File: src/rtl/cordic_vec_arbiter.sv
// Two-requester round-robin front end for a fixed-latency CORDIC vectoring datapath,
// with credit-protected per-requester result FIFOs. Optional stats: CORDIC_ARB_STATS_EN.
module cordic_vec_arbiter #(
   parameter int DW         = 32,
   parameter int AW         = 16,
   parameter int LAT        = 16,
   parameter int FIFO_DEPTH = 4
) (
   input  logic          clk,
   input  logic          rst,
   input  logic          req0_valid,
   output logic          req0_ready,
   input  logic [DW-1:0] req0_x,
   input  logic [DW-1:0] req0_y,
   input  logic          req1_valid,
   output logic          req1_ready,
   input  logic [DW-1:0] req1_x,
   input  logic [DW-1:0] req1_y,
   output logic          cordic_in_valid,
   output logic [DW-1:0] cordic_x,
   output logic [DW-1:0] cordic_y,
   input  logic [DW-1:0] cordic_mag,
   input  logic [AW-1:0] cordic_angle,
   output logic          res0_valid,
   input  logic          res0_ready,
   output logic [DW-1:0] res0_mag,
   output logic [AW-1:0] res0_angle,
   output logic          res1_valid,
   input  logic          res1_ready,
   output logic [DW-1:0] res1_mag,
   output logic [AW-1:0] res1_angle,
`ifdef CORDIC_ARB_STATS_EN
   output logic [31:0]   stat_issue0,
   output logic [31:0]   stat_issue1,
   output logic [31:0]   stat_stall,
`endif
   output logic          busy
);
   localparam int CW = $clog2(FIFO_DEPTH + 1);
   localparam int PW = $clog2(FIFO_DEPTH);
   localparam int EW = DW + AW;
   localparam logic [CW-1:0] DEPTH_C = CW'(FIFO_DEPTH);

   logic [1:0]          req_valid, res_ready, elig, grant, push, pop, empty;
   logic [1:0][DW-1:0]  req_x, req_y;
   logic [1:0][CW-1:0]  cnt_q, cnt_d, occ_q, occ_d;
   logic [1:0][PW-1:0]  wptr_q, wptr_d, rptr_q, rptr_d;
   logic [1:0][EW-1:0]  head;
   logic [EW-1:0]       mem_q [2][FIFO_DEPTH];
   logic                last_grant_q, last_grant_d;
   logic                in_valid_q, in_valid_d;
   logic [DW-1:0]       x_q, x_d, y_q, y_d;
   logic [LAT:0]        tvld_q, tvld_d, tid_q, tid_d;

   assign req_valid = {req1_valid, req0_valid};
   assign res_ready = {res1_ready, res0_ready};
   assign req_x     = {req1_x, req0_x};
   assign req_y     = {req1_y, req0_y};

   // Credits count in-flight tags plus FIFO occupancy, so a granted issue always has a slot.
   always_comb begin
      for (int i = 0; i < 2; i++) begin
         empty[i] = (occ_q[i] == '0);
         pop[i]   = !empty[i] && res_ready[i];
         elig[i]  = req_valid[i] && (cnt_q[i] < DEPTH_C);
      end
      if (elig == 2'b11) grant = last_grant_q ? 2'b01 : 2'b10;
      else               grant = elig;
   end

   // Tag index LAT lines up with the datapath output of the issue made LAT cycles earlier.
   assign push = {tvld_q[LAT] & tid_q[LAT], tvld_q[LAT] & ~tid_q[LAT]};

   always_comb begin
      last_grant_d = last_grant_q;
      in_valid_d   = |grant;
      x_d          = x_q;
      y_d          = y_q;
      if (|grant) begin
         last_grant_d = grant[1];
         x_d          = req_x[grant[1]];
         y_d          = req_y[grant[1]];
      end
      tvld_d = {tvld_q[LAT-1:0], |grant};
      tid_d  = {tid_q[LAT-1:0], grant[1]};
      for (int i = 0; i < 2; i++) begin
         cnt_d[i]  = cnt_q[i] + CW'(grant[i]) - CW'(pop[i]);
         occ_d[i]  = occ_q[i] + CW'(push[i]) - CW'(pop[i]);
         wptr_d[i] = wptr_q[i] + PW'(push[i]);
         rptr_d[i] = rptr_q[i] + PW'(pop[i]);
      end
   end

   always_ff @(posedge clk or posedge rst) begin
      if (rst) begin
         last_grant_q <= 1'b1;
         in_valid_q   <= 1'b0;
         x_q          <= '0;
         y_q          <= '0;
         tvld_q       <= '0;
         tid_q        <= '0;
         cnt_q        <= '0;
         occ_q        <= '0;
         wptr_q       <= '0;
         rptr_q       <= '0;
      end else begin
         last_grant_q <= last_grant_d;
         in_valid_q   <= in_valid_d;
         x_q          <= x_d;
         y_q          <= y_d;
         tvld_q       <= tvld_d;
         tid_q        <= tid_d;
         cnt_q        <= cnt_d;
         occ_q        <= occ_d;
         wptr_q       <= wptr_d;
         rptr_q       <= rptr_d;
      end
   end

   // Storage needs no reset; occupancy alone decides what is visible.
   always_ff @(posedge clk) begin
      for (int i = 0; i < 2; i++)
         if (push[i]) mem_q[i][wptr_q[i]] <= {cordic_mag, cordic_angle};
   end

   always_comb begin
      for (int i = 0; i < 2; i++) head[i] = mem_q[i][rptr_q[i]];
   end

   generate
      for (genvar g = 0; g < 2; g++) begin : g_chk
         a_no_overflow: assert property (@(posedge clk) disable iff (rst)
            !(push[g] && occ_q[g] == DEPTH_C && !pop[g]));
      end
   endgenerate

   assign req0_ready      = grant[0];
   assign req1_ready      = grant[1];
   assign cordic_in_valid = in_valid_q;
   assign cordic_x        = x_q;
   assign cordic_y        = y_q;
   assign res0_valid      = !empty[0];
   assign res1_valid      = !empty[1];
   assign {res0_mag, res0_angle} = head[0];
   assign {res1_mag, res1_angle} = head[1];
   assign busy = (|tvld_q) || !(&empty);

`ifdef CORDIC_ARB_STATS_EN
   logic [31:0] issue0_q, issue0_d, issue1_q, issue1_d, stall_q, stall_d;
   logic        stall;

   always_comb begin
      stall    = (req_valid[0] && cnt_q[0] == DEPTH_C) || (req_valid[1] && cnt_q[1] == DEPTH_C);
      issue0_d = issue0_q + 32'(grant[0]);
      issue1_d = issue1_q + 32'(grant[1]);
      stall_d  = stall_q + 32'(stall);
   end

   always_ff @(posedge clk or posedge rst) begin
      if (rst) begin
         issue0_q <= '0;
         issue1_q <= '0;
         stall_q  <= '0;
      end else begin
         issue0_q <= issue0_d;
         issue1_q <= issue1_d;
         stall_q  <= stall_d;
      end
   end

   assign stat_issue0 = issue0_q;
   assign stat_issue1 = issue1_q;
   assign stat_stall  = stall_q;
`endif
endmodule

File: config.mk
export PLATFORM = sky130hd
export DESIGN_NAME = cordic_vec_arbiter
export DESIGN_NICKNAME = d
export VERILOG_FILES = /design/src/rtl/cordic_vec_arbiter.sv
export SDC_FILE = /design/constraint.sdc
export NUM_CORES = 1
export LEC_CHECK = 0
export CELL_PAD_IN_SITES_DETAIL_PLACEMENT = 1
export CELL_PAD_IN_SITES_GLOBAL_PLACEMENT = 1
export CORE_ASPECT_RATIO = 0.9
export CORE_MARGIN = 8
export CORE_UTILIZATION = 40
export DETAILED_ROUTE_END_ITERATION = 7
export PLACE_DENSITY = 0.84
export SLEW_MARGIN = 10
export SYNTH_ARGS = -nofsm -noshare
export SYNTH_HDL_FRONTEND = slang
export SYNTH_SLANG_ARGS = --single-unit
File: constraint.sdc
create_clock -name clk -period 4.7 [get_ports clk]
set_clock_uncertainty 0.15 [all_clocks]
set_input_delay 1.41 -clock clk [delete_from_list [all_inputs] [get_ports clk]]
set_output_delay 1.41 -clock clk [all_outputs]
set_load 0.005 [all_outputs]
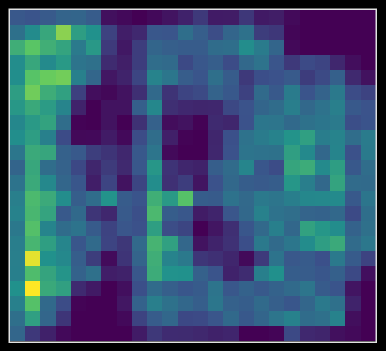
**Above:** run 1 (routed metal per tile).
Drawn at 1.5 px/um. 24 x 22 tiles, from dark purple (low) to yellow (high), scaled to the fullest tile. Values are wire area over tile area, all layers added.
- fullest tile: 0.53
- mean over tiles: 0.15
- tiles over half the peak: 13%
- emptiest ninth of the die: north-east
- nearly empty tiles: 8.7%

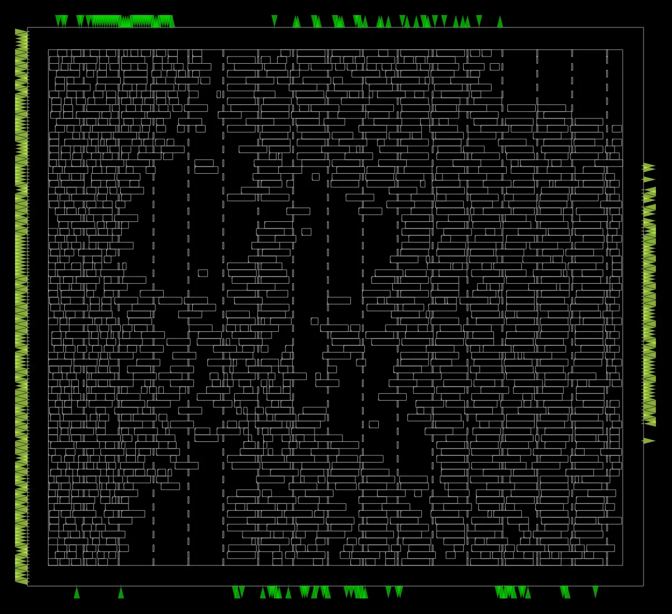
**Above:** run 1 (cell placement).
tap cell instance count: 616
Placement Rows: 75
number of non-filler instances in the completed layout: 1880

==> summary.json, run 1 <==
{
  "power.internal_mw": 11.0,
  "syn-cell-area_mm2": 0.0187,
  "area_share_clock_buf_inv_pct": 6.61,
  "die.size.y_um": 221,
  "number_of_buffers_added_to_fix_hold_violations_after_cts": 0,
  "placed_cell_count": 1782,
  "adder_share_pct": 0.831,
  "tool_warnings": 29,
  "setup.reg_to_reg.worst_slack_ns": 2.07,
  "global_routing_s_busiest_layer": "met2",
  "vias": 10100,
  "cell_area_reported_after_detailed_placement_mm2": 0.0229,
  "fillerInstances": 4132,
  "tritoncts": "yes",
  "post_synth_inst_count": 848,
  "layout.non_clock_buffers": 368,
  "final_nets": 1410,
  "power-per-cell-area_mw_per_mm2": 626,
  "flip_flop_count_of_the_largest_register_after_layout": 384,
  "via_per_inst": 5.35,
  "postSynthSeqShare_pct": 77.7,
  "clock_power_share_pct": 25.7,
  "areaGrowthSynthToFinish_pct": 31.3,
  "final.clkbuf_count": 66,
  "numSequentialCells": 503,
  "synth_top_area_share_pct": 61.8,
  "max_slew.worst_pin.slew_ns": 1.14,
  "nNonClkInverters": 7,
  "chip_area_mm2": 0.0539,
  "ff_latch_area_mm2": 0.0145,
  "cp.arrival_ns": 2.81,
  "route.met3.wl_mm": 4.38,
  "synth.avg_cell_area_um2": 22.0,
  "most_common_flop_cell_mapped_by_yosys": "edfxtp_1",
  "post-synth-top-area-cell": "edfxtp_1",
  "place.gp.congestion": 0.802,
  "min_delay_path_depth": 0,
  "switching_share_pct": 28.6,
  "finalSetupTns_ns": 0,
  "dominant-cell-class": "sequential cells",
  "cp_max_fo": 27,
  "total_grt_overflow": 0,
  "mux_area_share_pct": 11.7,
  "cts-resized-gates": 0,
  "ys_ff": 503,
  "buffer_area_share_pct": 15.0,
  "layout_setup_ws_ns": 0.327,
  "top_power_group": "sequential cells",
  "cts_inserted_buffers": 50,
  "final_cell_area_mm2": 0.0245,
  "init_core_util_pct": 40.3,
  "synth.most_common_cell": "edfxtp_1",
  "xor_area_share_pct": 0.750,
  "hold_ws_ns": 0.197,
  "worstRegToRegCells": 3,
  "port_buffers": 347,
  "enable_flop_cells": 384,
  "critical_path.slowest_cell": "dfrtp_4",
  "switching_power_mw": 4.39,
  "route.top_layer_used": "met5",
  "timing.fmax_mhz": 229,
  "design_power_total_mw": 15.4,
  "multi_input_comb_cells": 288,
  "core_area_mm2": 0.0464,
  "crit_path_start": "rptr_q[0]",
  "status": "finished clean",
  "clk_transition_reported_paths_ns": 0.06,
  "ys_async_sr_fraction_pct": 23.7,
  "cp.required_ns": 3.14,
  "critical_path.endpoint": "res0_angle[3]",
  "startpoint_type": "flip-flop",
  "detailroute.wirelength.met2_mm": 25.0,
  "drtPass1Iterations": 4
}
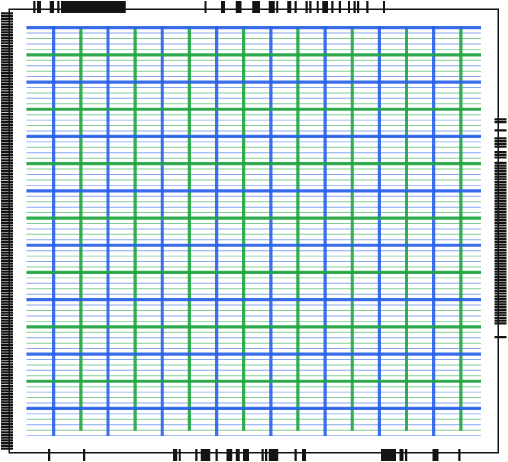
**Above:** run 1 (supply network).
Drawn at 2 px/um. Pins as bars on the die edge.
- VSS: blue
- VDD: green
- signal pins: 348
- met1 rails: 76
- met4 straps: 16

-- run 1: placed cells by master, fill, tap and decap left out, types with 3 or more instances in the layout --
cell and instances:
clkinv_2 4, xnor2_1 12, clkinv_1 10, xor2_1 4, buf_12 4, clkdlybuf4s50_1 347
nor3b_1 64, fa_1 4, clkbuf_16 50, clkinvlp_4 7, clkbuf_1 14, bufinv_16 5
diode_2 5, inv_1 6, ha_1 6, a221o_1 64, dfrtp_1 114, nor3b_2 3
mux4_2 96, nand2_1 4, or3_1 3, edfxtp_1 384, buf_4 17, or2_1 3
-- run 1: worst max-delay path: cells and delay by family, from the launching register on --
family,cells,cell delay [ns]
buffers and inverters,2,0.82
DFF,1,0.86
muxes,1,0.54
## Run 2: what changed since run 1
--- a/config.mk
+++ b/config.mk
@@ -9,9 +9,9 @@
 export CELL_PAD_IN_SITES_GLOBAL_PLACEMENT = 1
 export CORE_ASPECT_RATIO = 0.9
 export CORE_MARGIN = 8
-export CORE_UTILIZATION = 40
+export CORE_UTILIZATION = 30
 export DETAILED_ROUTE_END_ITERATION = 7
-export PLACE_DENSITY = 0.84
+export PLACE_DENSITY = 0.68
 export SLEW_MARGIN = 10
 export SYNTH_ARGS = -nofsm -noshare
 export SYNTH_HDL_FRONTEND = slang
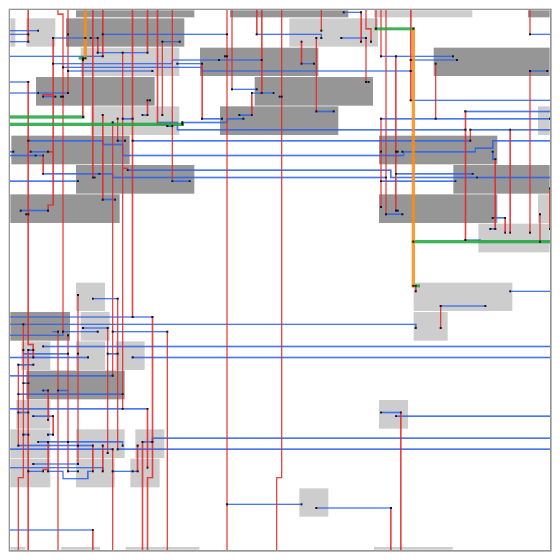
**Above:** run 2 (close-up of the layout).
Window x 114 to 164, y 152 to 202 um. Cells in grey, sequential cells in the stronger grey; small squares are vias.
- metal 1: blue
- metal 2: red
- metal 3: green
- metal 4: orange
- cells with their middle in the window: 36
- most frequent: edfxtp_1 (12), buf_4 (9), mux4_2 (3)
- netlist names of flops here include: `mem_q` (12), `wptr_q` (2)
- sequential cells in the window: 14

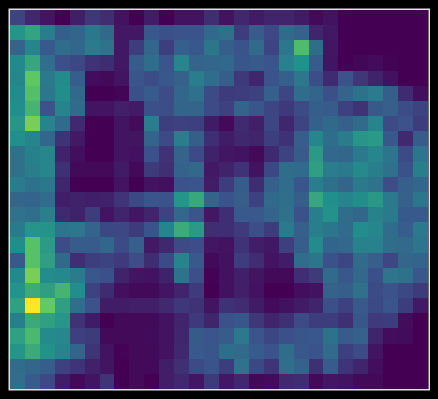
**Above:** run 2 (routed metal per tile).
Drawn at 1.5 px/um. 28 x 25 tiles, from dark purple (low) to yellow (high), scaled to the fullest tile. Values are wire area over tile area, all layers added.
- emptiest ninth of the die: south
- densest ninth of the die: east
- fullest tile: 0.50
- nearly empty tiles: 8.7%

==> summary.json, run 2 <==
{
  "clk_transition_reported_paths": {"value": 0.06, "unit": "ns", "change": "about the same"},
  "rows": {"value": 86, "change": "was 75"},
  "post_synth_inst_count": {"value": 848, "change": "unchanged"},
  "setup.reg_to_reg.worst_slack": {"value": 2.10, "unit": "ns", "change": "was 2.07 ns"},
  "layout_top_cells": {"value": "384 x edfxtp_1, 347 x clkdlybuf4s50_1, 114 x dfrtp_1", "change": "unchanged"},
  "xor_area_share": {"value": 0.750, "unit": "%", "change": "unchanged"},
  "layout_setup_ws": {"value": 0.305, "unit": "ns", "change": "was 0.327 ns"},
  "tritoncts": {"value": "yes", "change": "unchanged"},
  "route.met3.wl": {"value": 4.98, "unit": "mm", "change": "was 4.38 mm"},
  "max_slew.worst_pin.slew": {"value": 1.10, "unit": "ns", "change": "was 1.14 ns"},
  "power.internal": {"value": 11.0, "unit": "mW", "change": "about the same"},
  "flip_flop_count_of_the_largest_register_after_layout": {"value": 384, "change": "unchanged"},
  "hold_ws": {"value": 0.177, "unit": "ns", "change": "was 0.197 ns"},
  "status": {"value": "finished clean", "change": "unchanged"},
  "route.top_layer_used": {"value": "met5", "change": "unchanged"},
  "timing.critical_path.depth": {"value": 4, "change": "was 3"},
  "final_cell_area": {"value": 0.0249, "unit": "mm^2", "change": "was 0.0245 mm^2"},
  "cts.htree.levels": {"value": 2, "change": "unchanged"},
  "grt_max_degree": {"value": 90, "change": "was 120"},
  "die.size.y": {"value": 253, "unit": "um", "change": "was 221 um"},
  "finalNonFillerCells": {"value": 2108, "change": "was 1880"},
  "switching_power": {"value": 4.44, "unit": "mW", "change": "was 4.39 mW"},
  "seq_power_share": {"value": 41.1, "unit": "%", "change": "was 41.9%"},
  "cts-resized-gates": {"value": 0, "change": "unchanged"},
  "post-route-min-period": {"value": 4.40, "unit": "ns", "change": "was 4.37 ns"},
  "critical_path.endpoint": {"value": "req1_ready", "change": "was res0_angle[3]"},
  "chip_area": {"value": 0.0705, "unit": "mm^2", "change": "was 0.0539 mm^2"},
  "number_of_buffers_added_to_fix_hold_violations_after_cts": {"value": 0, "change": "unchanged"},
  "final_nets": {"value": 1418, "change": "was 1410"},
  "netlist_top_cells_count": {"value": "384 x edfxtp_1, 118 x dfrtp_1, 96 x mux4_2, 67 x nor3b_1, 64 x a221o_1", "change": "unchanged"},
  "ys_ff": {"value": 503, "change": "unchanged"},
  "die_w": {"value": 279, "unit": "um", "change": "was 244 um"},
  "core_area": {"value": 0.0614, "unit": "mm^2", "change": "was 0.0464 mm^2"},
  "worstHoldStart": {"value": "tid_q[13]", "change": "was tid_q[5]"},
  "cp.required": {"value": 3.14, "unit": "ns", "change": "about the same"},
  "tool_warnings": {"value": 26, "change": "was 29"},
  "cp.arrival": {"value": 2.84, "unit": "ns", "change": "was 2.81 ns"},
  "port_buffers": {"value": 347, "change": "unchanged"},
  "detailroute.wirelength.met2": {"value": 23.6, "unit": "mm", "change": "was 25.0 mm"},
  "detail_route.wirelength.met1": {"value": 20.6, "unit": "mm", "change": "was 19.4 mm"},
  "synth.avg_cell_area": {"value": 22.0, "unit": "um^2", "change": "unchanged"},
  "critical_path.top_delay_family": {"value": "buffers and inverters", "change": "was flip-flops"},
  "enable_flop_cells": {"value": 384, "change": "unchanged"},
  "cts_inserted_buffers": {"value": 56, "change": "was 50"},
  "crit_path_start": {"value": "req1_valid", "change": "was rptr_q[0]"},
  "most_common_flop_cell_mapped_by_yosys": {"value": "edfxtp_1", "change": "unchanged"},
  "cell_area_reported_after_detailed_placement": {"value": 0.0232, "unit": "mm^2", "change": "was 0.0229 mm^2"},
  "worstHoldPathType": {"value": "reg -> reg", "change": "unchanged"},
  "cp_max_fo": {"value": 2, "change": "was 27"},
  "combined_buffer_and_inverter_count_along_the_critical_path": {"value": 2, "change": "unchanged"},
  "power_in_combinational_cells": {"value": 5.01, "unit": "mW", "change": "was 4.97 mW"},
  "switching_share": {"value": 28.7, "unit": "%", "change": "was 28.6%"},
  "synth_top_area_share": {"value": 61.8, "unit": "%", "change": "unchanged"},
  "post-synth-top-area-cell": {"value": "edfxtp_1", "change": "unchanged"},
  "areaGrowthSynthToFinish": {"value": 33.5, "unit": "%", "change": "was 31.3%"},
  "min_delay_path_depth": {"value": 0, "change": "unchanged"},
  "synth.most_common_cell": {"value": "edfxtp_1", "change": "unchanged"},
  "ys_async_sr_fraction": {"value": 23.7, "unit": "%", "change": "unchanged"},
  "via_per_inst": {"value": 4.70, "change": "was 5.35"},
  "drtPass1Iterations": {"value": 5, "change": "was 4"},
  "placed_cell_count": {"value": 2004, "change": "was 1782"},
  "timing.fmax": {"value": 228, "unit": "MHz", "change": "was 229 MHz"},
  "total_grt_overflow": {"value": 0, "change": "unchanged"},
  "design_power_total": {"value": 15.5, "unit": "mW", "change": "was 15.4 mW"},
  "finalSetupTns": {"value": 0, "unit": "ns", "change": "unchanged"},
  "top_power_group": {"value": "sequential cells", "change": "unchanged"},
  "clock_power_share": {"value": 26.5, "unit": "%", "change": "was 25.7%"},
  "vias": {"value": 9906, "change": "was 10100"},
  "syn-cell-area": {"value": 0.0187, "unit": "mm^2", "change": "unchanged"},
  "init_core_util": {"value": 30.4, "unit": "%", "change": "was 40.3%"},
  "critical_path.slowest_cell": {"value": "clkdlybuf4s50_1", "change": "was dfrtp_4"},
  "mux_area_share": {"value": 11.7, "unit": "%", "change": "unchanged"},
  "lay_top_count": {"value": "edfxtp_1", "change": "unchanged"}
}
==> run 2: netlist changes by cell type in the layout (fill, tap and decap cells not counted), moves of 3 or more <==
cell        previous run  this run
clkinv_4               0         3
clkinvlp_4             7         1
bufinv_16              5         2
clkinv_2               4        11
clkbuf_16             50        56
diode_2                5         2
clkinv_1              10        13
==> run 2: final cells by class <==
cell class / count / area [um^2]
inverters: 7 / 30.0
repair buffers: 370 / 3710
well taps: 836 / 1050
diodes: 2 / 5.00
multi-input cells: 288 / 3890
flip-flops and latches: 503 / 14500
clock inverters: 32 / 249
clock buffers: 70 / 1470
fillers: 5885 / 36500
==> run 2: metal layers <==
metal	GRT usage [%]	up-vias
li1	-	4274
met3	5.57	69
met4	3.31	4
met1	17.3	5154
met2	23.1	405
met5	0	-
## Run 3: what changed since run 2
--- a/config.mk
+++ b/config.mk
@@ -12,6 +12,7 @@
 export CORE_UTILIZATION = 30
 export DETAILED_ROUTE_END_ITERATION = 7
 export PLACE_DENSITY = 0.68
+export RECOVER_POWER = 50
 export SLEW_MARGIN = 10
 export SYNTH_ARGS = -nofsm -noshare
 export SYNTH_HDL_FRONTEND = slang
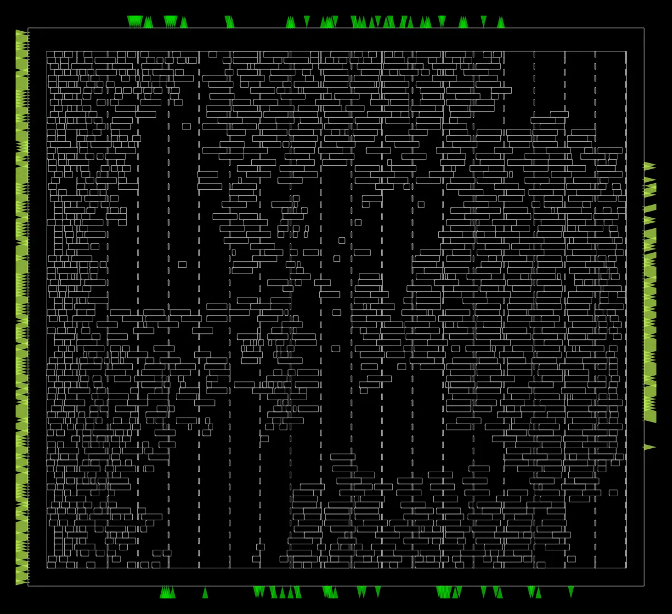
**Above:** run 3 (cell placement).
flop share of the area: 58.4%
final-layout fill cell count: 5892
Seq Cell Count: 503
number of non-filler instances in the completed layout: 2110
Core Region: 0.0614 mm^2

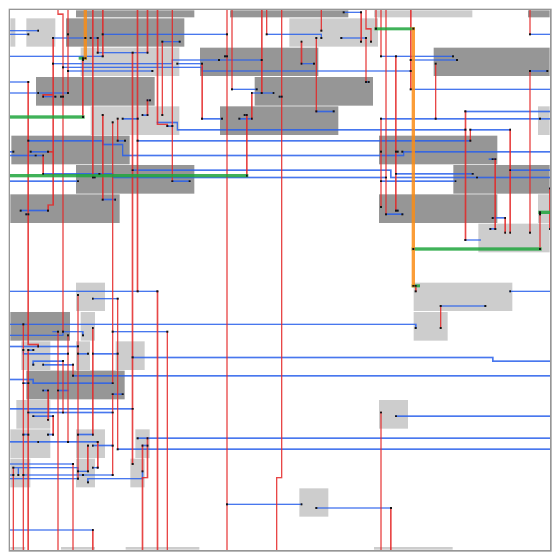
**Above:** run 3 (close-up of the layout).
Window x 114 to 164, y 152 to 202 um. Cells in grey, sequential cells in the stronger grey; small squares are vias.
- metal 3: green
- metal 2: red
- metal 1: blue
- metal 4: orange
- cells with their middle in the window: 36
- sequential cells in the window: 14
- netlist names of flops here include: `mem_q` (12), `wptr_q` (2)
- most frequent: edfxtp_1 (12), buf_4 (5), clkbuf_1 (4)

==> summary.json, run 3 <==
{
  "init_core_util": {"value": 30.4, "unit": "%", "change": "unchanged"},
  "cp_max_fo": {"value": 2, "change": "unchanged"},
  "multi_input_comb_cells": {"value": 288, "change": "unchanged"},
  "critical_path.endpoint": {"value": "req1_ready", "change": "unchanged"},
  "post_synth_inst_count": {"value": 848, "change": "unchanged"},
  "post-route-min-period": {"value": 4.40, "unit": "ns", "change": "about the same"},
  "startpoint_type": {"value": "input pin", "change": "unchanged"},
  "worstHoldStart": {"value": "tid_q[13]", "change": "unchanged"},
  "netlist_top_cells_count": {"value": "384 x edfxtp_1, 118 x dfrtp_1, 96 x mux4_2, 67 x nor3b_1, 64 x a221o_1", "change": "unchanged"},
  "via_per_inst": {"value": 4.71, "change": "was 4.70"},
  "detail_route.wirelength.met1": {"value": 20.6, "unit": "mm", "change": "about the same"},
  "buffer_area_share": {"value": 14.8, "unit": "%", "change": "was 14.9%"},
  "max_slew.worst_pin.slew": {"value": 2.69, "unit": "ns", "change": "was 1.10 ns"},
  "detailroute.wirelength.met2": {"value": 23.7, "unit": "mm", "change": "was 23.6 mm"},
  "total_grt_overflow": {"value": 0, "change": "unchanged"},
  "timing.fmax": {"value": 227, "unit": "MHz", "change": "was 228 MHz"},
  "area_share_clock_buf_inv": {"value": 6.93, "unit": "%", "change": "was 6.91%"},
  "enable_flop_cells": {"value": 384, "change": "unchanged"},
  "violations": "capacitance limit, slew limit",
  "final_max_slew_viol_count": {"value": 156, "change": "was 0"},
  "layout_setup_ws": {"value": 0.304, "unit": "ns", "change": "was 0.305 ns"},
  "layout_top_cells": {"value": "384 x edfxtp_1, 296 x clkdlybuf4s50_1, 114 x dfrtp_1", "change": "was 384 x edfxtp_1, 347 x clkdlybuf4s50_1, 114 x dfrtp_1"},
  "switching_power": {"value": 4.44, "unit": "mW", "change": "about the same"},
  "final_cell_area": {"value": 0.0249, "unit": "mm^2", "change": "about the same"},
  "rows": {"value": 86, "change": "unchanged"},
  "cell_area_reported_after_detailed_placement": {"value": 0.0232, "unit": "mm^2", "change": "unchanged"},
  "final.clkbuf_count": {"value": 70, "change": "unchanged"},
  "vias": {"value": 9945, "change": "was 9906"},
  "route.top_layer_used": {"value": "met5", "change": "unchanged"},
  "insertedDiodeCount": {"value": 4, "change": "was 2"},
  "cp.arrival": {"value": 2.84, "unit": "ns", "change": "about the same"},
  "most_common_flop_cell_mapped_by_yosys": {"value": "edfxtp_1", "change": "unchanged"},
  "port_buffers": {"value": 347, "change": "unchanged"},
  "cp.required": {"value": 3.14, "unit": "ns", "change": "about the same"},
  "drv.max_cap_violation_count": {"value": 3, "change": "was 0"},
  "post-synth-top-area-cell": {"value": "edfxtp_1", "change": "unchanged"},
  "grt_max_degree": {"value": 90, "change": "unchanged"},
  "status": {"value": "complete, but fails checks", "change": "was finished clean"},
  "worstHoldPathType": {"value": "reg -> reg", "change": "unchanged"},
  "nNonClkInverters": {"value": 7, "change": "unchanged"},
  "global_routing_s_busiest_layer": {"value": "met2", "change": "unchanged"},
  "globalRouteMet2Util": {"value": 23.1, "unit": "%", "change": "unchanged"},
  "cts-resized-gates": {"value": 0, "change": "unchanged"},
  "min_delay_path_depth": {"value": 0, "change": "unchanged"}
}
## run 3: cell families (layout without fill, tap and decap cells)
family                     Yosys count  count (layout)  share of synthesized area (%)
adders and majority gates           10              10                          0.831
AOI/OAI and AO/OA                   66              66                           3.51
xor gates and xnor gates            16              16                          0.750
muxes                               98              98                           11.7
other                                0               4                              0
buffers and inverters               57             479                           1.84
and+or+nand+nor                     98              98                           3.67
DFF                                503             503                           77.7
## run 3: power groups by stage
stage               combinational [mW]  clock (mW)  sequential, mW
floorplan                         2.54           0            6.19
global placement                  5.10           0            6.40
detailed placement                5.18           0            6.46
CTS                               5.19        4.26            6.40
global route                      5.41        4.39            6.49
finish                            5.00        4.10            6.36
## run 3: critical path: stages
cell	delay, ns
clkdlybuf4s50_1	0.54
nor2b_4	0.17
a21boi_4	0.18
clkdlybuf4s50_1	0.52
Power is estimated from default activity; no workload was simulated.
